Run 1, signal wires by layer:
(4 px per um)
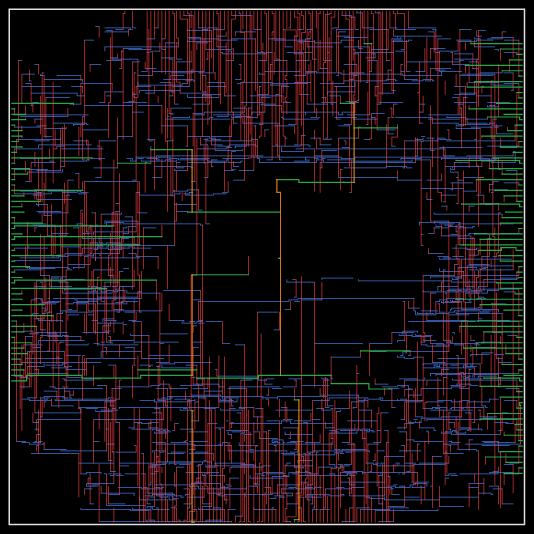
Run 1, cell classes on the final placement:
(4 px per um) Fill, decap, tap and diode cells in grey.
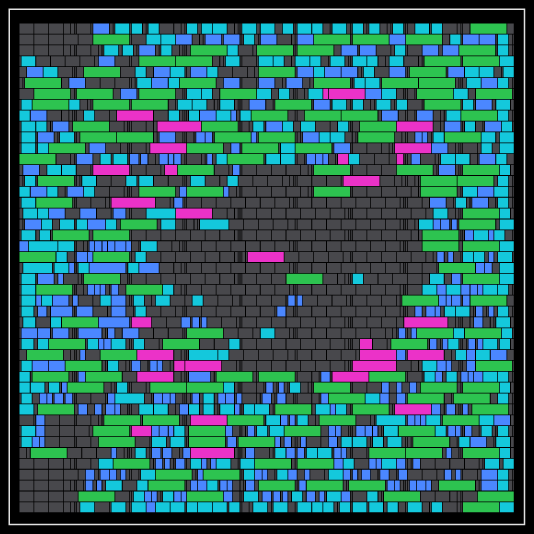
Run 1, clock network drawn from the DEF:
(3 px per um)
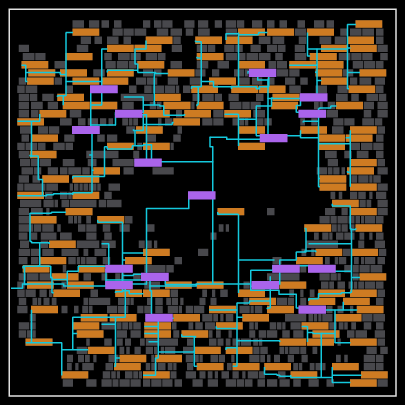
`src/rtl/alu_pkg.sv`:
```
// alu_pkg
// Shared opcode constants and the sequencer state type used by the ALU
// issue controller and its latency decoder.
package alu_pkg;

    localparam logic [4:0] OP_ADD  = 5'h01;
    localparam logic [4:0] OP_SUB  = 5'h02;
    localparam logic [4:0] OP_AND  = 5'h03;
    localparam logic [4:0] OP_OR   = 5'h04;
    localparam logic [4:0] OP_SHR  = 5'h05;
    localparam logic [4:0] OP_SHRA = 5'h06;
    localparam logic [4:0] OP_SHL  = 5'h07;
    localparam logic [4:0] OP_ROR  = 5'h08;
    localparam logic [4:0] OP_ROL  = 5'h09;
    localparam logic [4:0] OP_MUL  = 5'h0A;
    localparam logic [4:0] OP_DIV  = 5'h0B;
    localparam logic [4:0] OP_NEG  = 5'h0C;
    localparam logic [4:0] OP_NOT  = 5'h0D;

    localparam logic [4:0] OP_LAST = 5'b01101;

    typedef enum logic [1:0] {
        ST_IDLE = 2'd0,
        ST_EXEC = 2'd1,
        ST_RESP = 2'd2
    } seq_state_e;

endpackage

```
`src/rtl/alu_lat_decode.sv`:
```
// alu_lat_decode
// Combinational opcode decoder: settle latency (in cycles) and an error flag
// for the operation about to be issued.
// Ports:
//   op_i        opcode from the request
//   b_is_zero_i request operand B equals zero
//   latency_o   number of cycles the ALU result needs to settle (>= 1)
//   illegal_o   result must be forced to zero and flagged as an error
// Build option: ALU_SEQ_DIV0_TRAP_EN - DIV by zero completes in one cycle
// and is reported as an error instead of running the full divide.
module alu_lat_decode
    import alu_pkg::*;
#(
    parameter int MUL_CYCLES = 4,
    parameter int DIV_CYCLES = 8,
    parameter int LAT_W      = 4
) (
    input  logic [4:0]       op_i,
    input  logic             b_is_zero_i,
    output logic [LAT_W-1:0] latency_o,
    output logic             illegal_o
);

`ifndef ALU_SEQ_DIV0_TRAP_EN
    // Operand B only matters when the divide-by-zero trap is built in.
    logic unused_b_is_zero;
    assign unused_b_is_zero = b_is_zero_i;
`endif

    always_comb begin
        latency_o = LAT_W'(1);
        illegal_o = 1'b0;
        if (op_i == 5'd0 || op_i > OP_LAST) begin
            illegal_o = 1'b1;
        end else if (op_i == OP_MUL) begin
            latency_o = LAT_W'(MUL_CYCLES);
        end else if (op_i == OP_DIV) begin
`ifdef ALU_SEQ_DIV0_TRAP_EN
            if (b_is_zero_i) begin
                illegal_o = 1'b1;
            end else begin
                latency_o = LAT_W'(DIV_CYCLES);
            end
`else
            latency_o = LAT_W'(DIV_CYCLES);
`endif
        end
    end

endmodule

```
`src/rtl/alu_sequencer.sv`:
```
// alu_sequencer
// Multi-cycle issue controller in front of the combinational ALU. Accepts one
// operation over a valid/ready request channel, holds operands and opcode
// stable for an opcode-dependent settle time, captures the 64-bit result into
// Z_HI/Z_LO and returns it over a valid/ready response channel.
// Ports:
//   clk, rst_n                 clock, async active-low reset
//   req_valid/req_ready        request handshake (ready only in IDLE)
//   req_op, req_a, req_b       request opcode and operands
//   alu_a, alu_b, alu_op       registered operands/opcode to the ALU
//   alu_c                      ALU result
//   rsp_valid/rsp_ready        response handshake
//   z_hi, z_lo, rsp_err        captured result and error flag
//   busy                       controller not in IDLE
// Build option: ALU_SEQ_DIV0_TRAP_EN (see alu_lat_decode).
//
// state   | meaning
// IDLE    | ready for a request
// EXEC    | operands held, counting down the settle time
// RESP    | result captured, waiting for rsp_ready
module alu_sequencer
    import alu_pkg::*;
#(
    parameter int MUL_CYCLES = 4,
    parameter int DIV_CYCLES = 8
) (
    input  logic        clk,
    input  logic        rst_n,
    input  logic        req_valid,
    output logic        req_ready,
    input  logic [4:0]  req_op,
    input  logic [31:0] req_a,
    input  logic [31:0] req_b,
    output logic [31:0] alu_a,
    output logic [31:0] alu_b,
    output logic [4:0]  alu_op,
    input  logic [63:0] alu_c,
    output logic        rsp_valid,
    input  logic        rsp_ready,
    output logic [31:0] z_hi,
    output logic [31:0] z_lo,
    output logic        rsp_err,
    output logic        busy
);

    localparam int MAX_CYC = (MUL_CYCLES > DIV_CYCLES) ? MUL_CYCLES : DIV_CYCLES;
    // One spare bit so the largest latency value fits without wrapping.
    localparam int CNT_W   = $clog2(MAX_CYC) + 1;

    seq_state_e        state_q;
    logic [CNT_W-1:0]  cnt_q;
    logic              err_pend_q;
    logic [31:0]       alu_a_q;
    logic [31:0]       alu_b_q;
    logic [4:0]        alu_op_q;
    logic [31:0]       z_hi_q;
    logic [31:0]       z_lo_q;
    logic              rsp_valid_q;
    logic              rsp_err_q;

    logic [CNT_W-1:0]  dec_lat;
    logic              dec_illegal;

    alu_lat_decode #(
        .MUL_CYCLES (MUL_CYCLES),
        .DIV_CYCLES (DIV_CYCLES),
        .LAT_W      (CNT_W)
    ) u_lat_decode (
        .op_i        (req_op),
        .b_is_zero_i (req_b == 32'd0),
        .latency_o   (dec_lat),
        .illegal_o   (dec_illegal)
    );

    always_ff @(posedge clk or negedge rst_n) begin
        if (!rst_n) begin
            state_q     <= ST_IDLE;
            cnt_q       <= '0;
            err_pend_q  <= 1'b0;
            alu_a_q     <= '0;
            alu_b_q     <= '0;
            alu_op_q    <= '0;
            z_hi_q      <= '0;
            z_lo_q      <= '0;
            rsp_valid_q <= 1'b0;
            rsp_err_q   <= 1'b0;
        end else begin
            case (state_q)
                ST_IDLE: begin
                    if (req_valid) begin
                        alu_a_q    <= req_a;
                        alu_b_q    <= req_b;
                        alu_op_q   <= req_op;
                        cnt_q      <= dec_lat - CNT_W'(1);
                        err_pend_q <= dec_illegal;
                        state_q    <= ST_EXEC;
                    end
                end
                ST_EXEC: begin
                    if (cnt_q == '0) begin
                        if (err_pend_q) begin
                            z_hi_q <= '0;
                            z_lo_q <= '0;
                        end else begin
                            z_hi_q <= alu_c[63:32];
                            z_lo_q <= alu_c[31:0];
                        end
                        rsp_err_q   <= err_pend_q;
                        rsp_valid_q <= 1'b1;
                        state_q     <= ST_RESP;
                    end else begin
                        cnt_q <= cnt_q - CNT_W'(1);
                    end
                end
                ST_RESP: begin
                    if (rsp_ready) begin
                        rsp_valid_q <= 1'b0;
                        state_q     <= ST_IDLE;
                    end
                end
                default: begin
                    state_q <= ST_IDLE;
                end
            endcase
        end
    end

    assign req_ready = (state_q == ST_IDLE);
    assign busy      = (state_q != ST_IDLE);
    assign alu_a     = alu_a_q;
    assign alu_b     = alu_b_q;
    assign alu_op    = alu_op_q;
    assign z_hi      = z_hi_q;
    assign z_lo      = z_lo_q;
    assign rsp_valid = rsp_valid_q;
    assign rsp_err   = rsp_err_q;

endmodule

```
`config.mk`:
```
export PLATFORM = sky130hd
export DESIGN_NAME = alu_sequencer
export DESIGN_NICKNAME = d
export VERILOG_FILES = /design/src/rtl/alu_pkg.sv /design/src/rtl/alu_lat_decode.sv /design/src/rtl/alu_sequencer.sv
export SDC_FILE = /design/constraint.sdc
export NUM_CORES = 1
export LEC_CHECK = 0
export CORE_MARGIN = 2
export CORE_UTILIZATION = 37
export CTS_CLUSTER_DIAMETER = 40
export DETAILED_ROUTE_END_ITERATION = 8
export PLACE_DENSITY = 0.84
export SETUP_SLACK_MARGIN = 0.02
export SYNTH_ARGS = -nofsm -noshare
export SYNTH_HDL_FRONTEND = slang
export SYNTH_SLANG_ARGS = --single-unit
```
`constraint.sdc`:
```
create_clock -name clk -period 1.9 [get_ports clk]
set_clock_uncertainty 0.15 [all_clocks]
set_input_delay 0.38 -clock clk [delete_from_list [all_inputs] [get_ports clk]]
set_output_delay 0.38 -clock clk [all_outputs]
set_load 0.05 [all_outputs]
```
==> summary.rpt, run 1 <==
PHYSICAL IMPLEMENTATION REPORT
----------------------------------------------------
[Finish]
  Final net count ........................ 897
  Diode insertion count for antenna repair ........................ 0
  Final cell area excluding filler cells ........................ about 9200 um^2
  Inverter count of the layout excluding clock inverters ........................ 3
  Filler Cells Inserted ........................ around 1200
  Layout cell share with drive strength beyond 1 ........................ 0.3571
  Count of buffers not belonging to the clock network in the layout ........................ 299

[STA]
  Final worst slack ........................ -0.04678 ns
  Final setup vio count ........................ 2

[Worst setup path]
  RR Endpoint ........................ cnt_q[2]$_DFFE_PN0P_
  Startpoint of the most critical setup path ........................ state_q[0]$_DFFE_PN0P_
  Ordered cell list for the critical path ........................ nor2b_4, or4_4, o21ai_4, ha_4, a21bo_2, mux2i_1, a22o_1
  Library cell contributing the largest single delay on the critical path ........................ sky130_fd_sc_hd__or4_4

[Yosys]
  Area of the mapped netlist ........................ between 5000 and 6000 um^2
  Yosys cell count ........................ ~470
  Mapped Nets ........................ a little over 600
  Synth Area in XOR/XNOR ........................ 0
  Proportion of register bits with asynchronous set or reset after synthesis ........................ 1.000

[Route]
  Residual DRC count ........................ 0
  DR vias ........................ approximately 4400
  Total length of routed met3 wires ........................ between 1 and 1.5 mm

[Placed design]
  DP Cell Count ........................ about 900
  Number of buffers inserted by port buffering ........................ approximately 270

[Min path]
  Worst-case hold path end point ........................ alu_op[3]$_DFFE_PN0P_

[Job]
  Count of maximum capacitance violations ........................ 0

[Clock tree]
  Total of hold buffers inserted after clock tree synthesis ........................ 1

[Outcome]
  Outcome ........................ complete, but fails checks
  Failing checks ........................ negative setup slack

[Global routing]
  First-pass GRT wire length ........................ 23.52 mm

[Floorplanning]
  Floorplan die width ........................ 128.4 um

----------------------------------------------------
Notes on 'signal wires by layer' above:
- green: met3 (wire length 1060 um)
- blue: met1 (wire length 5860 um)
- orange: met4 (wire length 168 um)
- red: met2 (wire length 7840 um)

Notes on 'cell classes on the final placement' above:
- cyan: other buffers and delay cells (cells 299)
- blue: all other logic (cells 299)
- magenta: clock drivers and dummy loads (cells 30)
- green: flip-flops (cells 142)

Notes on 'clock network drawn from the DEF' above:
- cyan: clock wires (length 1770 um)
- purple: cells driving clock nets (count 17)
- orange: flip-flops (count 142)
- flops lie: widely spread

## Run 2: what changed since run 1
CAP_MARGIN = 10   (was default)
==> run 2 against run 1 <==
The flow still finishes with violations (negative setup slack). Critical path type unchanged. Combinational power about the same. Clock power barely moved. Critical endpoint unchanged. Largest cell class unchanged. Non-clock buffer count unchanged. Largest power group unchanged.
==> summary.rpt, run 2 <==
PHYSICAL IMPLEMENTATION REPORT
----------------------------------------------------
[Outcome]
  Outcome ........................ complete, but fails checks
  Failing checks ........................ negative setup slack

[Route]
  DR vias ........................ 4414 (unchanged)
  Total length of routed met3 wires ........................ 1.062 mm (unchanged)

[Worst setup path]
  Startpoint of the most critical setup path ........................ state_q[0]$_DFFE_PN0P_
  RR Endpoint ........................ cnt_q[2]$_DFFE_PN0P_

[Finish]
  Count of buffers not belonging to the clock network in the layout ........................ 299 (unchanged)
  Final net count ........................ 897 (unchanged)
  Diode insertion count for antenna repair ........................ 0 (unchanged)
  Inverter count of the layout excluding clock inverters ........................ 3 (unchanged)

[Yosys]
  Yosys cell count ........................ 470 (unchanged)
  Synth Area in XOR/XNOR ........................ 0 (unchanged)
  Mapped Nets ........................ 608 (unchanged)
  Area of the mapped netlist ........................ 5727 um^2 (unchanged)
  Proportion of register bits with asynchronous set or reset after synthesis ........................ 1.000 (unchanged)

[Floorplanning]
  Floorplan die width ........................ 128.4 um (unchanged)

[Min path]
  Worst-case hold path end point ........................ alu_op[3]$_DFFE_PN0P_

[Global routing]
  First-pass GRT wire length ........................ 23.52 mm (unchanged)

[STA]
  Final worst slack ........................ -0.04678 ns (unchanged)
  Final setup vio count ........................ 2 (unchanged)

[Job]
  Count of maximum capacitance violations ........................ 0 (unchanged)

----------------------------------------------------
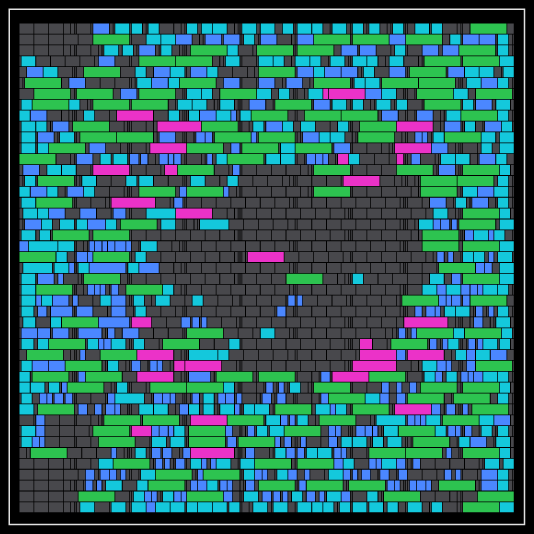
Run 2: cell classes on the final placement
(4 px per um) Fill, decap, tap and diode cells in grey.
- blue: all other logic (cells 299)
- cyan: other buffers and delay cells (cells 299)
- green: flip-flops (cells 142)
- magenta: clock drivers and dummy loads (cells 30)

Power is estimated from default activity; no workload was simulated.
